==> config.mk <==
export PLATFORM = sky130hd
export DESIGN_NAME = grid_io_pad_driver_bottom
export DESIGN_NICKNAME = d
export VERILOG_FILES = /design/src/rtl/grid_io_pad_driver_bottom.sv
export SDC_FILE = /design/constraint.sdc
export NUM_CORES = 1
export LEC_CHECK = 0
export CAP_MARGIN = 10
export CORE_MARGIN = 1
export CORE_UTILIZATION = 43
export DETAILED_ROUTE_END_ITERATION = 7
export PLACE_DENSITY = 0.7
export SETUP_SLACK_MARGIN = 0.4
export SLEW_MARGIN = 20
export SYNTH_ARGS = -nofsm -noshare
export SYNTH_HDL_FRONTEND = slang
export SYNTH_SLANG_ARGS = --single-unit
==> constraint.sdc <==
create_clock -name clk -period 2.1 [get_ports clk]
set_input_delay 0.21 -clock clk [delete_from_list [all_inputs] [get_ports clk]]
set_output_delay 0.21 -clock clk [all_outputs]
set_load 0.02 [all_outputs]
==> src/rtl/grid_io_pad_driver_bottom.sv <==
// grid_io_pad_driver_bottom
// Drives the bottom IO tile of the Tiny Tapeout FPGA fabric from a byte stream.
// Each byte accepted on the in_valid/in_ready stream goes out on the 4 GPIN pads
// as two nibbles, low nibble first. Each nibble is held for HOLD_CYCLES cycles.
// The synchronized GPOUT pad is sampled at the end of every nibble window. The
// samples are packed into CAP_WIDTH-bit words, with the oldest sample in the MSB.
//
// Ports
//   clk        single clock, rising edge
//   rst_n      asynchronous active-low reset
//   in_data    byte to drive ([3:0] first, [7:4] second)
//   in_valid   in_data valid
//   in_ready   block accepts in_data this cycle (registered, high only in IDLE)
//   gpin_pad   nibble driven onto GPIN pads 0..3
//   gpout_pad  GPOUT pad, asynchronous to clk
//   cap_data   packed GPOUT samples, oldest sample in MSB
//   cap_valid  cap_data valid, held until cap_ready
//   cap_ready  consumer takes cap_data
//   busy       high whenever the FSM is not in IDLE
module grid_io_pad_driver_bottom #(
  parameter int HOLD_CYCLES = 4,
  parameter int SYNC_STAGES = 2,
  parameter int CAP_WIDTH   = 8
) (
  input  logic                 clk,
  input  logic                 rst_n,
  input  logic [7:0]           in_data,
  input  logic                 in_valid,
  output logic                 in_ready,
  output logic [3:0]           gpin_pad,
  input  logic                 gpout_pad,
  output logic [CAP_WIDTH-1:0] cap_data,
  output logic                 cap_valid,
  input  logic                 cap_ready,
  output logic                 busy
);

  typedef enum logic [1:0] {
    IDLE   = 2'd0,
    DRV_LO = 2'd1,
    DRV_HI = 2'd2,
    PUSH   = 2'd3
  } state_t;

  localparam int                CNT_W     = $clog2(CAP_WIDTH + 1);
  localparam logic [7:0]        HOLD_LOAD = 8'(HOLD_CYCLES - 1);
  localparam logic [CNT_W-1:0]  CAP_LAST  = CNT_W'(CAP_WIDTH - 1);

  state_t                 state_r;
  logic [7:0]             hold_cnt_r;
  logic [3:0]             hi_nib_r;
  logic [CNT_W-1:0]       samp_cnt_r;
  logic [CAP_WIDTH-1:0]   shift_r;
  logic [SYNC_STAGES-1:0] sync_r;
  logic                   in_ready_r;
  logic                   busy_r;
  logic [3:0]             gpin_r;
  logic [CAP_WIDTH-1:0]   cap_data_r;
  logic                   cap_valid_r;

  logic gpo_s;
  logic transfer_s;
  logic fire_s;
  logic load_s;

  assign gpo_s      = sync_r[SYNC_STAGES-1];
  assign transfer_s = in_valid && in_ready_r;
  assign fire_s     = cap_valid_r && cap_ready;
  // The word can be loaded when the output slot is empty or is drained this cycle.
  assign load_s     = (state_r == PUSH) && (!cap_valid_r || cap_ready);

  assign in_ready  = in_ready_r;
  assign busy      = busy_r;
  assign gpin_pad  = gpin_r;
  assign cap_data  = cap_data_r;
  assign cap_valid = cap_valid_r;

  // Multi-flop synchronizer bringing the GPOUT pad into the clk domain.
  always_ff @(posedge clk or negedge rst_n) begin
    if (!rst_n) begin
      sync_r <= '0;
    end else begin
      sync_r <= {sync_r[SYNC_STAGES-2:0], gpout_pad};
    end
  end

  // Byte/nibble sequencer with capture packing.
  // in_ready and busy are registered from the next state, so they track the state exactly.
  always_ff @(posedge clk or negedge rst_n) begin
    if (!rst_n) begin
      state_r     <= IDLE;
      hold_cnt_r  <= 8'd0;
      hi_nib_r    <= 4'd0;
      samp_cnt_r  <= '0;
      shift_r     <= '0;
      in_ready_r  <= 1'b0;
      busy_r      <= 1'b0;
      gpin_r      <= 4'd0;
      cap_data_r  <= '0;
      cap_valid_r <= 1'b0;
    end else begin
      // A drained word drops cap_valid; a PUSH reload below overrides this.
      if (fire_s) begin
        cap_valid_r <= 1'b0;
      end
      case (state_r)
        IDLE: begin
          if (transfer_s) begin
            gpin_r     <= in_data[3:0];
            hi_nib_r   <= in_data[7:4];
            hold_cnt_r <= HOLD_LOAD;
            state_r    <= DRV_LO;
            in_ready_r <= 1'b0;
            busy_r     <= 1'b1;
          end else begin
            // Also raises in_ready on the first cycle after reset release.
            in_ready_r <= 1'b1;
            busy_r     <= 1'b0;
          end
        end
        DRV_LO: begin
          if (hold_cnt_r == 8'd0) begin
            shift_r    <= {shift_r[CAP_WIDTH-2:0], gpo_s};
            samp_cnt_r <= samp_cnt_r + CNT_W'(1);
            gpin_r     <= hi_nib_r;
            hold_cnt_r <= HOLD_LOAD;
            state_r    <= DRV_HI;
          end else begin
            hold_cnt_r <= hold_cnt_r - 8'd1;
          end
        end
        DRV_HI: begin
          if (hold_cnt_r == 8'd0) begin
            shift_r    <= {shift_r[CAP_WIDTH-2:0], gpo_s};
            samp_cnt_r <= samp_cnt_r + CNT_W'(1);
            if (samp_cnt_r == CAP_LAST) begin
              state_r <= PUSH;
            end else begin
              state_r    <= IDLE;
              in_ready_r <= 1'b1;
              busy_r     <= 1'b0;
            end
          end else begin
            hold_cnt_r <= hold_cnt_r - 8'd1;
          end
        end
        PUSH: begin
          if (load_s) begin
            cap_data_r  <= shift_r;
            cap_valid_r <= 1'b1;
            samp_cnt_r  <= '0;
            state_r     <= IDLE;
            in_ready_r  <= 1'b1;
            busy_r      <= 1'b0;
          end else begin
            state_r <= PUSH;
          end
        end
        default: begin
          state_r    <= IDLE;
          in_ready_r <= 1'b0;
          busy_r     <= 1'b0;
        end
      endcase
    end
  end

endmodule

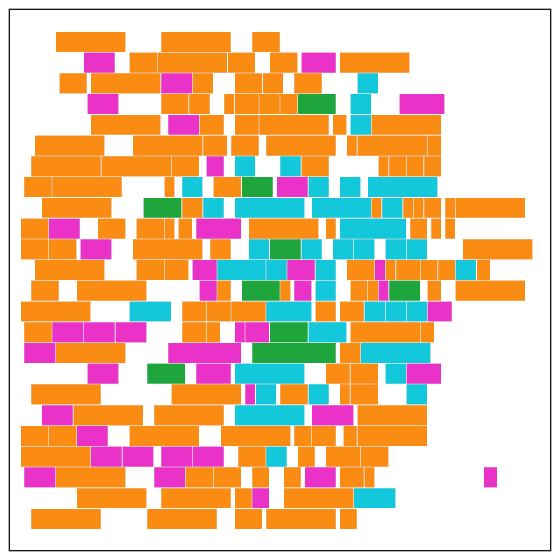
**Above:** cells by drive strength.
legend:
  _3 and _4 cells:
    colour: cyan
    cells: 40
    share: 18%
    most_used: buf_4
  _0 and _1 cells:
    colour: orange
    cells: 138
    share: 61%
    most_used: dfrtp_1
  _2 cells:
    colour: magenta
    cells: 41
    share: 18%
    most_used: mux2_2
  _6 and larger:
    colour: green
    cells: 9
    share: 3.9%
    most_used: clkbuf_8
post-route setup slack: 0.162 ns
buffers outside the clock class: 57
final design instance area without fill: 2860 um^2
area growth from synthesis to layout: 40.3%

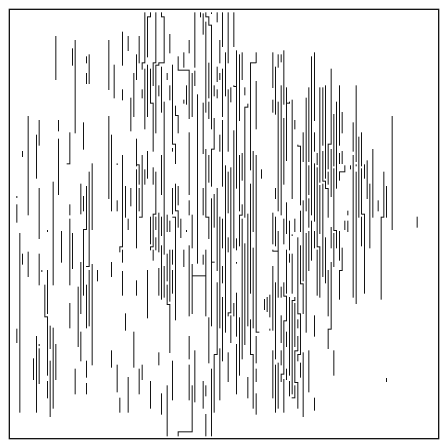
**Above:** M2 wires.
nets with wire on the layer: 225
main direction: vertical
total wire length after detailed routing: 4960 um
routed via count: 1615
routing usage on met2: 36.2%

==> results.yml <==
# generated from flow reports
floorplan:
  die-area_um2: 5020
  floorplan.core_util_pct: 45.8
  coreArea_um2: 4440
  fp.dieW_um: 70.8
  top_level_ports: 28
  rows: 24
run:
  drv.max_cap_violation_count: 0
placed_design:
  preCtsSetupSlack_ns: 0.132
  gp_congestion: 0.822
  place.detailed.hpwl_um: 2990
critical_path:
  startpoint_type: "flop"
  critPathMaxFanout: 4
  category_of_the_worst_setup_path_capture_point: "flop"
  critPathRequiredTime_ns: 2.28
  arrival_time_of_data_at_the_critical_path_endpoint_ns: 2.12
drt:
  initial_drt_markers: 68
  routed_wire_length_per_instance_um: 17.7
  drt_first_pass_iters: 4
synthesis:
  synth-seq-cells: 43
  edf_count: 0
  synthArstFlopShare_pct: 100
  synth_area_per_cell_um2: 12.1
  yosys-stat-cells: 169
  netlist_area_um2: 2040
  ys_seq_share_pct: 52.8
grt:
  global_route_wire_length_before_repair_um: 7780
hold_path:
  hold_path_class: "input pin to asynchronous set/reset pin"
sta:
  final.setup.tns_ns: 0
  max_slew_margin_pct: 36.9
  finalWorstPathRequiredPeriod_ns: 1.94
  slew_violations: 0
  final-setup-viol-count: 0
  fin_crit_sh_pct: 92.3
clock_tree:
  latency_at_later_pin_ns: 0.29
  cts_inserted_buffers: 5
  clkSlewWorstSetupHoldPaths_ns: 0.08
  cts_tree: "yes"
  ctsRootBufferMaster: "clkbuf_8"
finish:
  nets: 248
  layout.core_utilization_pct: 64.3
  drive_gt1_share_pct: 39.5
  final_layout_top_logic_cell: "dfrtp_1"
run_status:
  run_status: "complete, no violations"
power:
  total_leakage_power_nw: 1.32
  vdd_drop_max_mv: 0.341
power breakdown:
group | leakage [nW] | switching [W] | internal [W]
clock network | 0.0502 | 0.000276 | 0.000347
logic | 0.702 | 0.0000197 | 0.0000190
registers | 0.565 | 0.000000656 | 0.000829
kinds of logic after synthesis:
group | synth area share, %
flops | 52.8
compound gates | 14.7
buf+inv | 2.15
simple gates | 12.8
mux | 13.2
fa+ha+maj | 4.30
layer usage:
| metal | wire (um) | GRT usage (%) |
|---|---|---|
| met5 | 0 | 0 |
| met4 | 92 | 7.33 |
| met3 | 180 | 4.56 |
| met2 | 2670 | 36.2 |
| met1 | 2020 | 23.0 |
cell usage after synthesis, drive strengths merged (3+ instances only):
cell type  number  area, um^2
dfrtp          43        1080
mux2           23         259
nand2          10        40.0
a31oi           8        50.1
nand3           8        40.0
ha              7        87.6
nor2            7        26.3
inv             6        22.5
nand2b          4        25.0
nor2b           4        25.0
o21a            4        30.0
o22a            4        35.0
a21oi           3        15.0
a221o           3        30.0
clkbuf          3        11.3
flip-flops by register name, indices dropped and copies added, names as in the netlist, 2 cells and up:
signal,cells
cap_data,8
gpin_pad,4
hi_nib_r,4
hold_cnt_r,8
samp_cnt_r,4
shift_r,8
state_r,2
sync_r,2
final cells by class:
cell class	count	area, um^2
Clock buffer	5	68.8
Fill cell	323	1590
Inverter	6	22.5
Sequential cell	43	1080
Tap cell	52	65.1
Clock inverter	2	37.5
Timing Repair Buffer	57	502
Multi-Input combinational cell	115	1080
metrics by stage:
step | instance area (um^2) | total power, W | cells
after global placement | 2420 | 0.000885 | 253
after global routing | 2860 | 0.00154 | 280
after CTS | 2710 | 0.00151 | 273
final | 2860 | 0.00149 | 280
after floorplan | 2040 | 0.000847 | 169
after detailed placement | 2420 | 0.000886 | 253
critical path, stage by stage, from the launching register on:
cell	delay (ns)
dfrtp_1	0.41
inv_2	0.10
ha_4	0.13
nor4b_4	0.17
buf_4	0.17
nand2_2	0.07
a221o_1	0.41
a221o_1	0.37
what timing repair did:
item / CTS / global route
setup buffers: 13 / 7
resized: 22 / 18
gates cloned: 0 / 0
endpoints found under the setup margin: 27 / 36
hold buffers: 0 / 0
pin swaps: 12 / 9
worst max-delay path by stage:
stage	from	end	slack (ns)
floorplan	state_r[1]$_DFFE_PN0P_	hold_cnt_r[6]$_DFFE_PN0P_	0.20
global placement	hold_cnt_r[0]$_DFFE_PN0P_	samp_cnt_r[3]$_DFFE_PN0P_	0.23
detailed placement	hold_cnt_r[0]$_DFFE_PN0P_	samp_cnt_r[2]$_DFFE_PN0P_	0.13
CTS	hold_cnt_r[0]$_DFFE_PN0P_	samp_cnt_r[2]$_DFFE_PN0P_	0.27
global route	hold_cnt_r[1]$_DFFE_PN0P_	samp_cnt_r[2]$_DFFE_PN0P_	0.10
finish	hold_cnt_r[1]$_DFFE_PN0P_	samp_cnt_r[2]$_DFFE_PN0P_	0.16
Power and IR drop assume default switching activity.
